[src/rtl/rx_iod_align_pkg.sv]
// Shared definitions for the RX IOD word aligner and the transmit-side
// training pattern generator.
package rx_iod_align_pkg;

   // Deserialized word width of the 4:1 DDR lane IOD.
   localparam int RX_DATA_WIDTH = 4;

   // Word the far-end transmitter sends after reset while training.
   localparam logic [RX_DATA_WIDTH-1:0] RX_TRAIN_PATTERN = 4'b0011;

   // Aligner states. The S_ prefix keeps SLIP_WAIT free for the timer parameter.
   typedef enum logic [2:0] {
      S_IDLE      = 3'd0,
      S_SETTLE    = 3'd1,
      S_COMPARE   = 3'd2,
      S_SLIP      = 3'd3,
      S_SLIP_WAIT = 3'd4,
      S_LOCKED    = 3'd5,
      S_FAIL      = 3'd6
   } align_state_t;

endpackage

[src/rtl/rx_iod_align_cnt.sv]
// Saturating down-counter with load and synchronous clear. Used as the
// settle, slip-wait and match timers of the word aligner.
module rx_iod_align_cnt #(
   parameter int W = 8
) (
   input  logic         clk,
   input  logic         rst_n,
   input  logic         clr,
   input  logic         load,
   input  logic         en,
   input  logic [W-1:0] load_val,
   output logic         zero
);

   logic [W-1:0] cnt;

   // Load wins over decrement; decrement stops at zero instead of wrapping.
   always_ff @(posedge clk or negedge rst_n) begin
      if (!rst_n)               cnt <= '0;
      else if (clr)             cnt <= '0;
      else if (load)            cnt <= load_val;
      else if (en && cnt != '0) cnt <= cnt - 1'b1;
   end

   assign zero = (cnt == '0);

endmodule

[src/rtl/rx_iod_word_align.sv]
// Receive-side word aligner for the 4:1 DDR IOD lanes. Compares the
// registered RX word against the training pattern, pulses RX_BIT_SLIP
// until the boundary matches, then reports lock (or failure) and passes
// aligned data through.
module rx_iod_word_align
   import rx_iod_align_pkg::*;
#(
   parameter int                    DATA_WIDTH    = RX_DATA_WIDTH,
   parameter logic [DATA_WIDTH-1:0] TRAIN_PATTERN = RX_TRAIN_PATTERN,
   parameter int                    SETTLE_CYCLES = 16,
   parameter int                    MATCH_COUNT   = 8,
   parameter int                    SLIP_WAIT     = 4,
   parameter int                    MAX_SLIPS     = 8
) (
   input  logic                  FAB_CLK,
   input  logic                  ARST_N,
   input  logic                  RX_SYNC_RST,
   input  logic                  TRAIN_START,
   input  logic [DATA_WIDTH-1:0] RX_DATA,
   output logic                  RX_BIT_SLIP,
   output logic                  ALIGN_DONE,
   output logic                  ALIGN_ERR,
   output logic [3:0]            SLIP_CNT,
   output logic [DATA_WIDTH-1:0] RX_DATA_OUT,
   output logic                  RX_DATA_VALID
);

   // Timers are loaded with N-1 so that a state lasts exactly N cycles.
   localparam logic [7:0] SETTLE_LD = 8'(SETTLE_CYCLES - 1);
   localparam logic [7:0] MATCH_LD  = 8'(MATCH_COUNT - 1);
   localparam logic [7:0] WAIT_LD   = 8'(SLIP_WAIT - 1);
   localparam logic [3:0] SLIP_MAX  = 4'(MAX_SLIPS);

   align_state_t          state, next_state;
   logic [DATA_WIDTH-1:0] data_q;
   logic                  match;
   logic                  settle_zero, match_zero, wait_zero;

   // Input stage: every compare and the user data path see this register.
   always_ff @(posedge FAB_CLK or negedge ARST_N) begin
      if (!ARST_N)          data_q <= '0;
      else if (RX_SYNC_RST) data_q <= '0;
      else                  data_q <= RX_DATA;
   end

   assign match       = (data_q == TRAIN_PATTERN);
   assign RX_DATA_OUT = data_q;

   // Settle timer: armed by TRAIN_START, runs while in SETTLE.
   rx_iod_align_cnt #(.W(8)) u_settle_cnt (
      .clk      (FAB_CLK),
      .rst_n    (ARST_N),
      .clr      (RX_SYNC_RST),
      .load     (TRAIN_START),
      .en       (state == S_SETTLE),
      .load_val (SETTLE_LD),
      .zero     (settle_zero)
   );

   // Match timer: reloaded on every entry to COMPARE, steps on each match.
   rx_iod_align_cnt #(.W(8)) u_match_cnt (
      .clk      (FAB_CLK),
      .rst_n    (ARST_N),
      .clr      (RX_SYNC_RST),
      .load     ((next_state == S_COMPARE) && (state != S_COMPARE)),
      .en       ((state == S_COMPARE) && match),
      .load_val (MATCH_LD),
      .zero     (match_zero)
   );

   // Slip-wait timer: armed during the slip pulse, covers the IOD slip latency.
   rx_iod_align_cnt #(.W(8)) u_wait_cnt (
      .clk      (FAB_CLK),
      .rst_n    (ARST_N),
      .clr      (RX_SYNC_RST),
      .load     (state == S_SLIP),
      .en       (state == S_SLIP_WAIT),
      .load_val (WAIT_LD),
      .zero     (wait_zero)
   );

   // State register; synchronous restart beats everything else.
   always_ff @(posedge FAB_CLK or negedge ARST_N) begin
      if (!ARST_N)          state <= S_IDLE;
      else if (RX_SYNC_RST) state <= S_IDLE;
      else                  state <= next_state;
   end

   // Next-state logic; TRAIN_START overrides any other transition.
   always_comb begin
      next_state = state;
      case (state)
         S_IDLE:      next_state = S_IDLE;
         S_SETTLE:    if (settle_zero) next_state = S_COMPARE;
         S_COMPARE: begin
            if (!match)          next_state = (SLIP_CNT < SLIP_MAX) ? S_SLIP : S_FAIL;
            else if (match_zero) next_state = S_LOCKED;
         end
         S_SLIP:      next_state = S_SLIP_WAIT;
         S_SLIP_WAIT: if (wait_zero) next_state = S_COMPARE;
         S_LOCKED:    next_state = S_LOCKED;
         S_FAIL:      next_state = S_FAIL;
         default:     next_state = S_IDLE;
      endcase
      if (TRAIN_START) next_state = S_SETTLE;
   end

   // Registered outputs decoded from the next state so they track the state register.
   always_ff @(posedge FAB_CLK or negedge ARST_N) begin
      if (!ARST_N) begin
         RX_BIT_SLIP   <= 1'b0;
         ALIGN_DONE    <= 1'b0;
         ALIGN_ERR     <= 1'b0;
         RX_DATA_VALID <= 1'b0;
         SLIP_CNT      <= 4'd0;
      end else if (RX_SYNC_RST) begin
         RX_BIT_SLIP   <= 1'b0;
         ALIGN_DONE    <= 1'b0;
         ALIGN_ERR     <= 1'b0;
         RX_DATA_VALID <= 1'b0;
         SLIP_CNT      <= 4'd0;
      end else begin
         RX_BIT_SLIP   <= (next_state == S_SLIP);
         ALIGN_DONE    <= (next_state == S_LOCKED);
         ALIGN_ERR     <= (next_state == S_FAIL);
         RX_DATA_VALID <= (next_state == S_LOCKED);
         if (TRAIN_START)
            SLIP_CNT <= 4'd0;
         else if (next_state == S_SLIP && SLIP_CNT != 4'hF)
            SLIP_CNT <= SLIP_CNT + 4'd1;
      end
   end

endmodule
[config.mk]
export PLATFORM = sky130hd
export DESIGN_NAME = rx_iod_word_align
export DESIGN_NICKNAME = d
export VERILOG_FILES = /design/src/rtl/rx_iod_align_pkg.sv /design/src/rtl/rx_iod_align_cnt.sv /design/src/rtl/rx_iod_word_align.sv
export SDC_FILE = /design/constraint.sdc
export NUM_CORES = 1
export LEC_CHECK = 0
export CAP_MARGIN = 20
export CORE_MARGIN = 2
export CORE_UTILIZATION = 60
export CTS_CLUSTER_SIZE = 16
export DETAILED_ROUTE_END_ITERATION = 8
export PLACE_DENSITY = 0.82
export SLEW_MARGIN = 20
export SYNTH_ARGS = -nofsm -noshare
export SYNTH_HDL_FRONTEND = slang
export SYNTH_HIERARCHICAL = 1
export SYNTH_SLANG_ARGS = --single-unit
[constraint.sdc]
create_clock -name FAB_CLK -period 5.41 [get_ports FAB_CLK]
set_input_delay 0.541 -clock FAB_CLK [delete_from_list [all_inputs] [get_ports FAB_CLK]]
set_output_delay 0.541 -clock FAB_CLK [all_outputs]
set_load 0.03 [all_outputs]
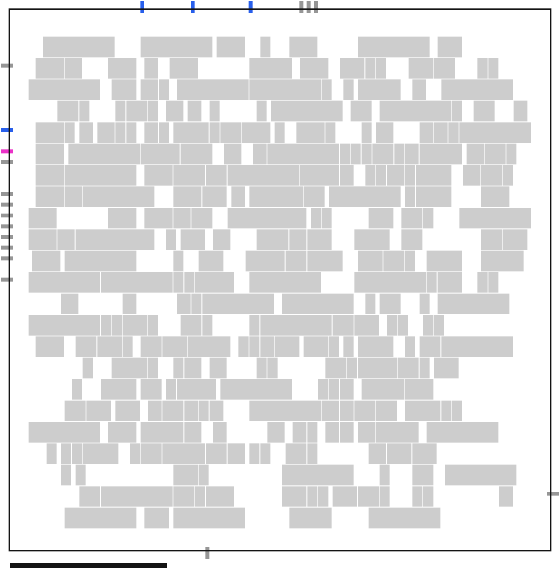
Figure 1: run 1, ports around the boundary.
Bar = 20 um. Pins as bars across the die edge, other pins in grey.
| colour | port | pins | direction | edge |
|---|---|---|---|---|
| blue | SLIP_CNT | 4 | output | 3 top, 1 left |
| magenta | RX_BIT_SLIP | 1 | output | left |
all pins by edge: 12 left, 6 top, 1 right, 1 bottom

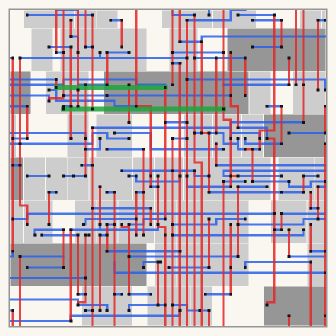
Figure 2: run 1, close-up of the layout.
Window x 41 to 61, y 41 to 61 um. Cells in grey, sequential cells in the stronger grey; small squares are vias.
| colour | layer |
|---|---|
| green | metal 3 |
| red | metal 2 |
| blue | metal 1 |
sequential cells in the window: 3
most frequent: nand2_1 (5), inv_1 (4)
netlist names of flops here include: u_wait_cnt/cnt (3)
cells with their middle in the window: 34

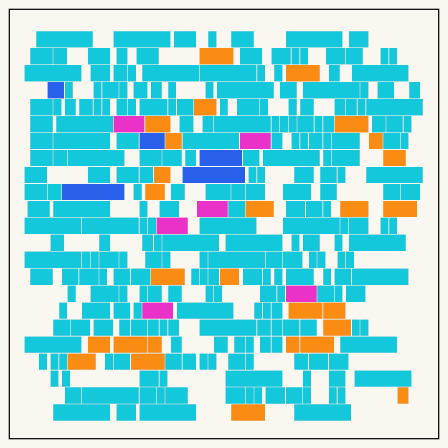
Figure 3: run 1, sizing map.
| colour | size | cells |
|---|---|---|
| cyan | _0 and _1 cells | 263 |
| magenta | _6 and larger | 6 |
| orange | _2 cells | 27 |
| blue | _3 and _4 cells | 5 |

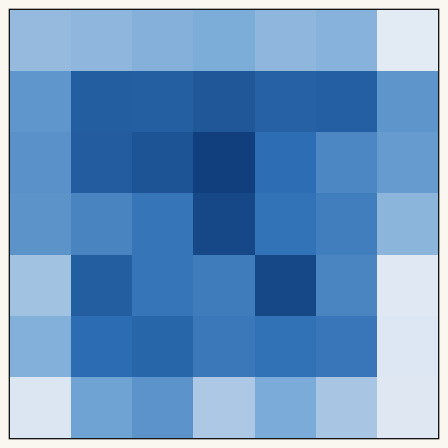
Figure 4: run 1, placement density heat map.
7 x 7 tiles, from white (low) to dark blue (high), 0 to 100% covered.
emptiest ninth of the die: bottom right
mean over tiles: 60%
fullest tile: 94%

==> flow_results.org, run 1 <==
#+TITLE: Physical design notes

** Critical path
- CP Cell Sequence :: inv_1 > ha_1 > nor4b_2 > nand2_1 > inv_1 > nor2_1 > a2bb2oi_1 > a2111o_1 > nor4_1 > inv_1 > and4_1 > a2111oi_2
- Delay of the slowest critical-path stage :: 0.70 ns
- STA classifies the critical path endpoint as a flop.
- Worst EP arrival :: 3.96 ns
- Slowest library cell on the worst path :: sky130_fd_sc_hd__nor4_1
- Max Fanout on Critical Path :: 14
- The critical path in this run is classified as reg2reg.

** Logic synthesis
- In the Yosys report, the sequential cells make up 38.0% of the chip area.
- Top_reg_cell synth :: sky130_fd_sc_hd__dfrtp_1
- Once synthesis finished, the tally of register bits stood at 38.
- After synthesis the cells add up to 0.00250 mm^2.
- For reference, the mux area share after synthesis is 0.400%.
- A synthesized cell averages 9.52 um^2.
- Yosys warns :: 6
- For reference, the top logic cell family by area is simple AND/OR/NAND/NOR gates.
- Post-Synth XOR/XNOR Area :: 5.24%
- For this run, asynchronously set or reset flops after synthesis account for 100%.
- Per the synthesis report, the AND-OR/OR-AND share of the synthesized area is 19.3%.
- Mapped Cells :: 263
- The number of cells reported by Yosys stat comes to 263.

** Die
- During I/O placement, the number of pins put on the boundary was 20.
- Height of the die :: 68.6 um
- Chip Width :: 68.6 um
- Core area :: 0.00400 mm^2
- The share of the core area taken by cells at floorplan is 62.6%.

** Place
- Setup Slack @ Placement :: 1.66 ns
- The HPWL after detailed placement is 3450 um.
- The placed instances occupy a cell area of 0.00279 mm^2.
- Input/output buffers :: 19
- Cell Count Post-Placement :: 345
- The congestion estimate from routability-driven global placement came to 0.820.

** Clocking
- Clock buffer count from CTS :: 5
- Resize count post-CTS :: 0
- Root buffer selected by CTS :: sky130_fd_sc_hd__clkbuf_8
- The skew report gives the latency at the later pin of the worst-skew pair as 0.28 ns.
- Number of buffers on the longest clock path :: 2
- For reference, the clock transition at the flip-flops on the worst setup and hold paths is 0.07 ns.
- Post-CTS Setup Repair Bufs :: 0
- TritonCTS built the clock tree.

** Final layout
- Fraction of layout instances using a drive strength above 1 :: 12.6%
- In the finished layout, the clock tree contains a buffer count of 6.
- Non-clock inverter count :: 20
- The largest cell class by area is logic gates.
- Flip-flops :: 38
- Cell area after layout :: 0.00287 mm^2
- For this run, the share of the core covered by cells in the final layout is 71.7%.
- Data buffer area share :: 6.72%
- The finished layout holds 351 standard cells, fillers aside.
- Most frequent logic cell in the layout :: sky130_fd_sc_hd__dfrtp_1
- The library cells used most frequently in the layout, excluding fill and tap cells, are sky130_fd_sc_hd__dfrtp_1, sky130_fd_sc_hd__nor2_1, sky130_fd_sc_hd__nand2_1, sky130_fd_sc_hd__conb_1, sky130_fd_sc_hd__inv_1.
- Register share of the cell area :: 33.2%

** Timing
- Endpoints failing hold :: 0
- Across all hold checks on the routed design, the worst slack comes to 0.358 ns.
- Worst slew margin :: 43.5%
- Max Freq :: 264 MHz
- Setup repair after global routing missed its margin :: false
- Fin crit share :: 69.9%
- For the pin with the worst max-slew slack, the measured transition is 0.847 ns.
- Clock period minus final worst setup slack :: 3.78 ns

** Pwr
- The design draws 0.575 mW.
- Seq pwr share :: 52.6%
- Total leakage power :: 1.15 nW
- In the power breakdown, the biggest contributor is sequential cells.
- Of the total power, the clock network draws 33.7%.
- The flow reports power dissipated in the clock network as 0.193 mW.
- Cell-internal power :: 0.422 mW
- The flow reported a cell area power density of 200 mW/mm^2.
- Power consumed by combinational cells :: 0.0787 mW

** Drt
- DR vias :: 2027
- Detailed Routing Iterations Pass 1 :: 4
- Highest routed metal layer :: met4
- Wire segments on met3 add up to 239 um in the final route.
- Number of violations reported at the end of detailed-routing iteration 0 :: 186
- After detailed routing, the wire length on met1 is 2280 um.
- The routed design uses 2460 um of met2 wire.
- The script logs the mean routed wire length per placed instance as 14.3 um.
- After detailed routing, the number of vias per cell comes to 5.77.

** Global route
- Maximum number of pins on one net before global-route repair :: 39
- Routing resource usage on met2 recorded by global route was 40.6%.
- The number of antenna violations at the first check in global routing is 0.
- First-pass GRT wire length :: 8400 um
- The number of global-route vias before repair came to 1937.

** Outcome
- The flow ran to the end, and the final reports show no timing, DRC or antenna violations.

** Run
- Number of warnings in the stage logs :: 29
[run 1: worst max-delay path: cells and delay by family (launching register included)]
kind,cells,cell delay [ns]
flops,1,0.41
fa+ha+maj,1,0.16
simple gates,5,1.63
buf+inv,3,0.63
compound gates,3,0.84
[run 1: synth_stat cells (all sizes together) (2+ instances only)]
master	number	area, um^2
nor2b	5	31.3
nor4b	6	90.1
or3	4	30.0
ha	7	87.6
a31oi	3	18.8
nand2	24	90.1
a211oi	22	180
inv	20	75.1
or4	3	22.5
nand3	4	20.0
a21boi	3	22.5
and3	2	15.0
dfrtp	38	951
or2	3	18.8
buf	7	46.3
xor2	3	26.3
xnor2	12	105
o21ai	3	18.8
nor3b	7	68.8
o221ai	3	26.3
a2111oi	4	72.6
and4	3	26.3
or4b	3	30.0
nor3	11	60.1
clkbuf	3	11.3
conb	2	7.51
a21oi	8	40.0
nand4	6	37.5
nor2	26	97.6
o211ai	3	22.5
nor4	2	12.5
[run 1: final timing paths]
path / start / endpoint / slack, ns / cells past startpoint
max in group asynchronous: ARST_N / RX_DATA_OUT[0] / 4.52 / 1
worst min register to register: SLIP_CNT[3] / SLIP_CNT[3] / 0.58 / 2
worst max register to register: u_wait_cnt/cnt[0] / u_match_cnt/cnt[6] / 1.63 / 12
min in group FAB_CLK: SLIP_CNT[3] / SLIP_CNT[3] / 0.58 / 2
worst min-delay path: ARST_N / u_settle_cnt/cnt[7] / 0.36 / 1
worst max-delay path: u_wait_cnt/cnt[0] / u_match_cnt/cnt[6] / 1.63 / 12
[run 1: registers in the layout, indices dropped and copies added (netlist names)]
signal,count
RX_DATA_OUT,4
u_wait_cnt/cnt,8
u_match_cnt/cnt,8
ALIGN_ERR,1
RX_BIT_SLIP,1
state,3
u_settle_cnt/cnt,8
SLIP_CNT,4
RX_DATA_VALID,1
==> inputs of run 2 (changes only) <==
--- a/config.mk
+++ b/config.mk
@@ -7,10 +7,10 @@
 export LEC_CHECK = 0
 export CAP_MARGIN = 20
 export CORE_MARGIN = 2
-export CORE_UTILIZATION = 60
+export CORE_UTILIZATION = 53
 export CTS_CLUSTER_SIZE = 16
 export DETAILED_ROUTE_END_ITERATION = 8
-export PLACE_DENSITY = 0.82
+export PLACE_DENSITY = 0.77
 export SLEW_MARGIN = 20
 export SYNTH_ARGS = -nofsm -noshare
 export SYNTH_HDL_FRONTEND = slang
==> constraint.sdc (replaced) <==
create_clock -name FAB_CLK -period 3.2 [get_ports FAB_CLK]
set_input_delay 0.32 -clock FAB_CLK [delete_from_list [all_inputs] [get_ports FAB_CLK]]
set_output_delay 0.32 -clock FAB_CLK [all_outputs]
set_load 0.03 [all_outputs]
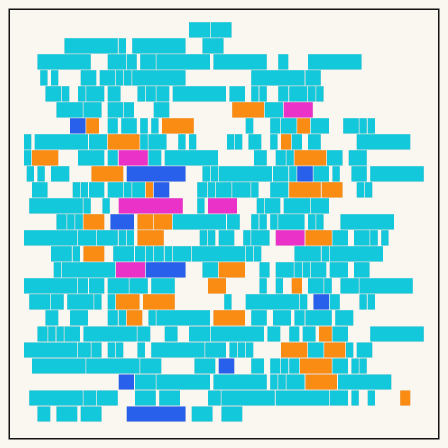
Figure 5: run 2, sizing map.
| colour | size | cells |
|---|---|---|
| orange | _2 cells | 31 |
| blue | _3 and _4 cells | 10 |
| magenta | _6 and larger | 6 |
| cyan | _0 and _1 cells | 261 |

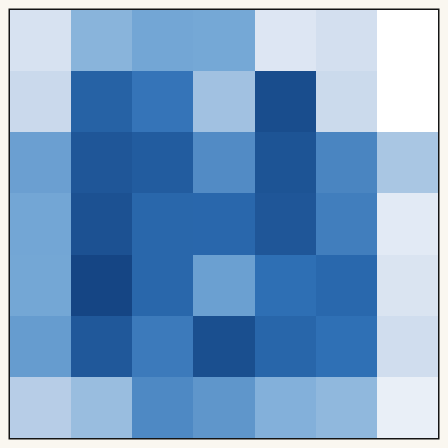
Figure 6: run 2, placement density heat map.
7 x 7 tiles, from white (low) to dark blue (high), 0 to 100% covered.
fullest tile: 92%
mean over tiles: 54%
tiles over 75% full: 31%
nearly empty tiles: 4.1%
emptiest ninth of the die: top right

==> flow_results.org, run 2 <==
#+TITLE: Physical design notes

** Critical path
- STA classifies the critical path endpoint as a flop.
- The largest individual stage delay along the critical path comes from the cell sky130_fd_sc_hd__a2111o_1.
- Delay of the slowest critical-path stage :: 0.53 ns (-0.17 ns)
- Category of cells accounting for the largest share of critical-path delay :: AND-OR/OR-AND gates
- Worst Path Class, Setup :: reg2reg
- CP Cell Sequence :: inv_1 > ha_1 > nor4b_2 > nand2_1 > inv_1 > nor2b_1 > o21ai_2 > a2111o_1 > nor4_2 > buf_4 > a211oi_1 > a2111oi_2
- The biggest fanout along the worst timing path came to 5 (-9).
- Worst EP arrival :: 3.05 ns (-0.91 ns)
- Buffering stage count on the worst path with inverters included :: 3 (unchanged)

** Final layout
- The share of layout cells above drive strength 1 came to 15.3% (+2.6 points).
- Ranking logic cells in the layout by count gives the top entries sky130_fd_sc_hd__dfrtp_1, sky130_fd_sc_hd__nor2_1, sky130_fd_sc_hd__nand2_1, sky130_fd_sc_hd__conb_1.
- Diodes inserted :: 0
- Leading registers by flop count :: u_match_cnt/cnt (8), u_settle_cnt/cnt (8), u_wait_cnt/cnt (8)
- The end-of-flow core utilization was 63.6% (-8.1 points).
- Count of non-filler cells in the finished layout :: 362 (+3.1%)
- Leaving out fill and tap cells, the most frequent cell in the layout is sky130_fd_sc_hd__dfrtp_1.
- Cell area after layout :: 0.00294 mm^2 (+2.6%)

** Drt
- Number of violations reported at the end of detailed-routing iteration 0 :: 89 (-52%)
- The total via count in the routed design came to 2077 (+2.5%).
- The number of vias per cell was 5.74 (-0.65%).
- Wire length per cell :: 14.8 um (+3.8%)
- Remaining antenna violation count after routing :: 0
- The iteration count of the initial detailed-routing pass was 4 (unchanged).

** Outcome
- Status :: completed

** Die
- The horizontal extent of the die came to 72.7 um (+6.0%).
- The number of ports placed on the die boundary came to 20 (unchanged).
- Pre-Place Util :: 54.1% (-8.5 points)
- Height of the die :: 72.7 um (+6.0%)

** Timing
- Fin worst setup slack :: 0.337 ns
- Worst slew margin :: 44.5% (+0.99 points)
- The transition time of the tightest slew-check pin came to 0.832 ns (-0.0148 ns).
- The number of failing hold endpoints at the final stage was 0 (unchanged).
- The period utilization was 89.5% (+20 points).
- Hold slack final :: 0.122 ns (-0.236 ns)
- Clock period minus final worst setup slack :: 2.86 ns (-0.920 ns)

** Pwr
- Total leakage power :: 1.19 nW (+3.5%)
- Power, Total :: 1.06 mW (+84%)
- The ratio of total power to cell area came to 360 mW/mm^2 (+79%).

** Clocking
- Root buffer selected by CTS :: sky130_fd_sc_hd__clkbuf_8
- The number of CTS-inserted buffers is 5 (unchanged).
- Insertion delay of the later-clocked pin in the worst-skew pair :: 0.29 ns (about the same)
- Number of buffers on the longest clock path :: 2 (unchanged)
- The number of post-CTS setup repair buffers came to 0 (unchanged).
- Clock-pin slew reported for the worst setup and hold paths after clock tree synthesis :: 0.08 ns (about the same)
- Clock tree from TritonCTS :: done

** Logic synthesis
- Area leader, netlist :: sky130_fd_sc_hd__dfrtp_1
- The share of the synthesized area in the top cell type is 38.0% (unchanged).
- The synthesized design contains 0 enable-type register cells.
- Share of async-settable or async-resettable flops after synthesis :: 100% (unchanged)
- Top post-synthesis cells by area :: sky130_fd_sc_hd__dfrtp_1, sky130_fd_sc_hd__a211oi_1, sky130_fd_sc_hd__xnor2_1
- Post-synthesis cell area :: 0.00250 mm^2 (unchanged)
- #FFs+latches synth :: 38 (unchanged)
- Most frequent cells after synthesis :: sky130_fd_sc_hd__dfrtp_1, sky130_fd_sc_hd__nor2_1, sky130_fd_sc_hd__nand2_1, sky130_fd_sc_hd__inv_1, sky130_fd_sc_hd__a211oi_1
- Post-Syn Area per Cell :: 9.52 um^2 (unchanged)
- The proportion of synthesized chip area in sequential cells was 38.0% (unchanged).
- Yosys warns :: 6 (unchanged)
- Cell total in the yosys stat output :: 263 (unchanged)
- Mapped Cells :: 263 (unchanged)
- Cell with the most instances after synthesis :: sky130_fd_sc_hd__dfrtp_1

** Global route
- First-pass GRT wire length :: 9540 um (+13%)
- Via count of the first global-routing pass :: 2103 (+8.6%)
- Maximum number of pins on one net before global-route repair :: 39 (unchanged)

** Place
- Final HPWL from detailed placement :: 3700 um (+7.2%)
- The placed instance count was 354 (+2.6%).
- The routability-driven placement congestion ratio is 0.950 (+16%).
- Post-placement cell area :: 0.00283 mm^2 (+1.5%)
- Setup Slack @ Placement :: 0.270 ns (-1.39 ns)

** Run
- Number of warnings in the stage logs :: 29 (unchanged)
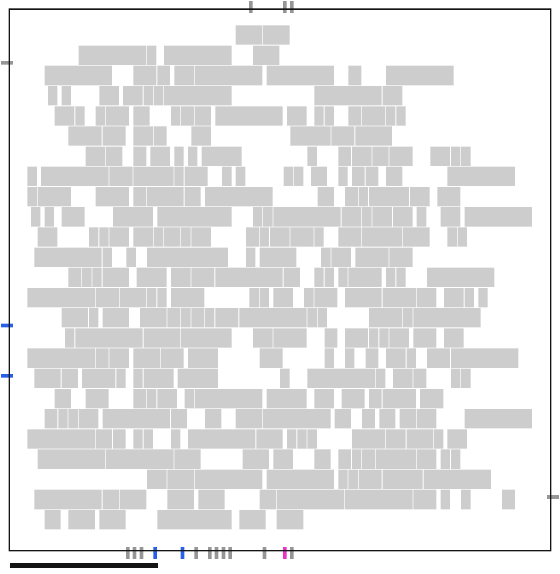
Figure 7: run 2, ports around the boundary.
Bar = 20 um. Pins as bars across the die edge, other pins in grey.
| colour | port | pins | direction | edge |
|---|---|---|---|---|
| blue | SLIP_CNT | 4 | output | 2 left, 2 bottom |
| magenta | RX_BIT_SLIP | 1 | output | bottom |
all pins by edge: 13 bottom, 3 top, 3 left, 1 right

## run 2: cell counts after synthesis
Identical to the previous run, type by type.
## run 2: worst paths after layout
check                      slack, ns                from                  end  depth (start not counted)
setup / recovery                0.34  u_match_cnt/cnt[0]   u_match_cnt/cnt[6]                         12
hold / removal                  0.12              ARST_N  u_settle_cnt/cnt[3]                          1
setup reg to reg                0.34  u_match_cnt/cnt[0]   u_match_cnt/cnt[6]                         12
hold reg to reg                 0.59         SLIP_CNT[3]          SLIP_CNT[3]                          2
max in group asynchronous       2.55              ARST_N   u_match_cnt/cnt[3]                          1
min in group FAB_CLK            0.58          RX_DATA[1]       RX_DATA_OUT[1]                          2
## run 2: logic make-up after synthesis
group | share of synthesized area (%)
AOI/OAI and AO/OA | 19.3
xor gates and xnor gates | 5.24
adders and majority gates | 3.50
buffers and inverters | 5.29
DFF | 38.0
muxes | 0.400
other | 0.300
and+or+nand+nor | 28.0
## run 2: metal layers
metal,up-vias,part of all wire (%),global-route usage (%)
met2,46,50,39.0
met4,0,3.2,10.7
li1,1024,-,-
met5,-,0,0
met1,988,44,27.5
met3,19,2.7,4.42
## run 2: area by class of cell
type | count | area [um^2] | share of cell area (%)
Multi-Input combinational cell | 217 | 1510 | 51.3
Sequential cell | 38 | 951 | 32.3
Timing Repair Buffer | 25 | 230 | 7.82
Inverter | 20 | 75.1 | 2.55
Clock buffer | 5 | 68.8 | 2.34
Tap cell | 54 | 67.6 | 2.30
Clock inverter | 3 | 40.0 | 1.36
## run 2: power breakdown
part / internal [mW] / switching (mW)
clock network: 0.230 / 0.178
registers: 0.493 / 0.0183
logic: 0.0582 / 0.0814
## run 2: what timing repair did
item / CTS / global route
endpoints found under the setup margin: 0 / 5
endpoints found under the hold margin: 0 / 0
gates resized: 0 / 2
No activity file was given, so power comes from the tool's default toggle rates.
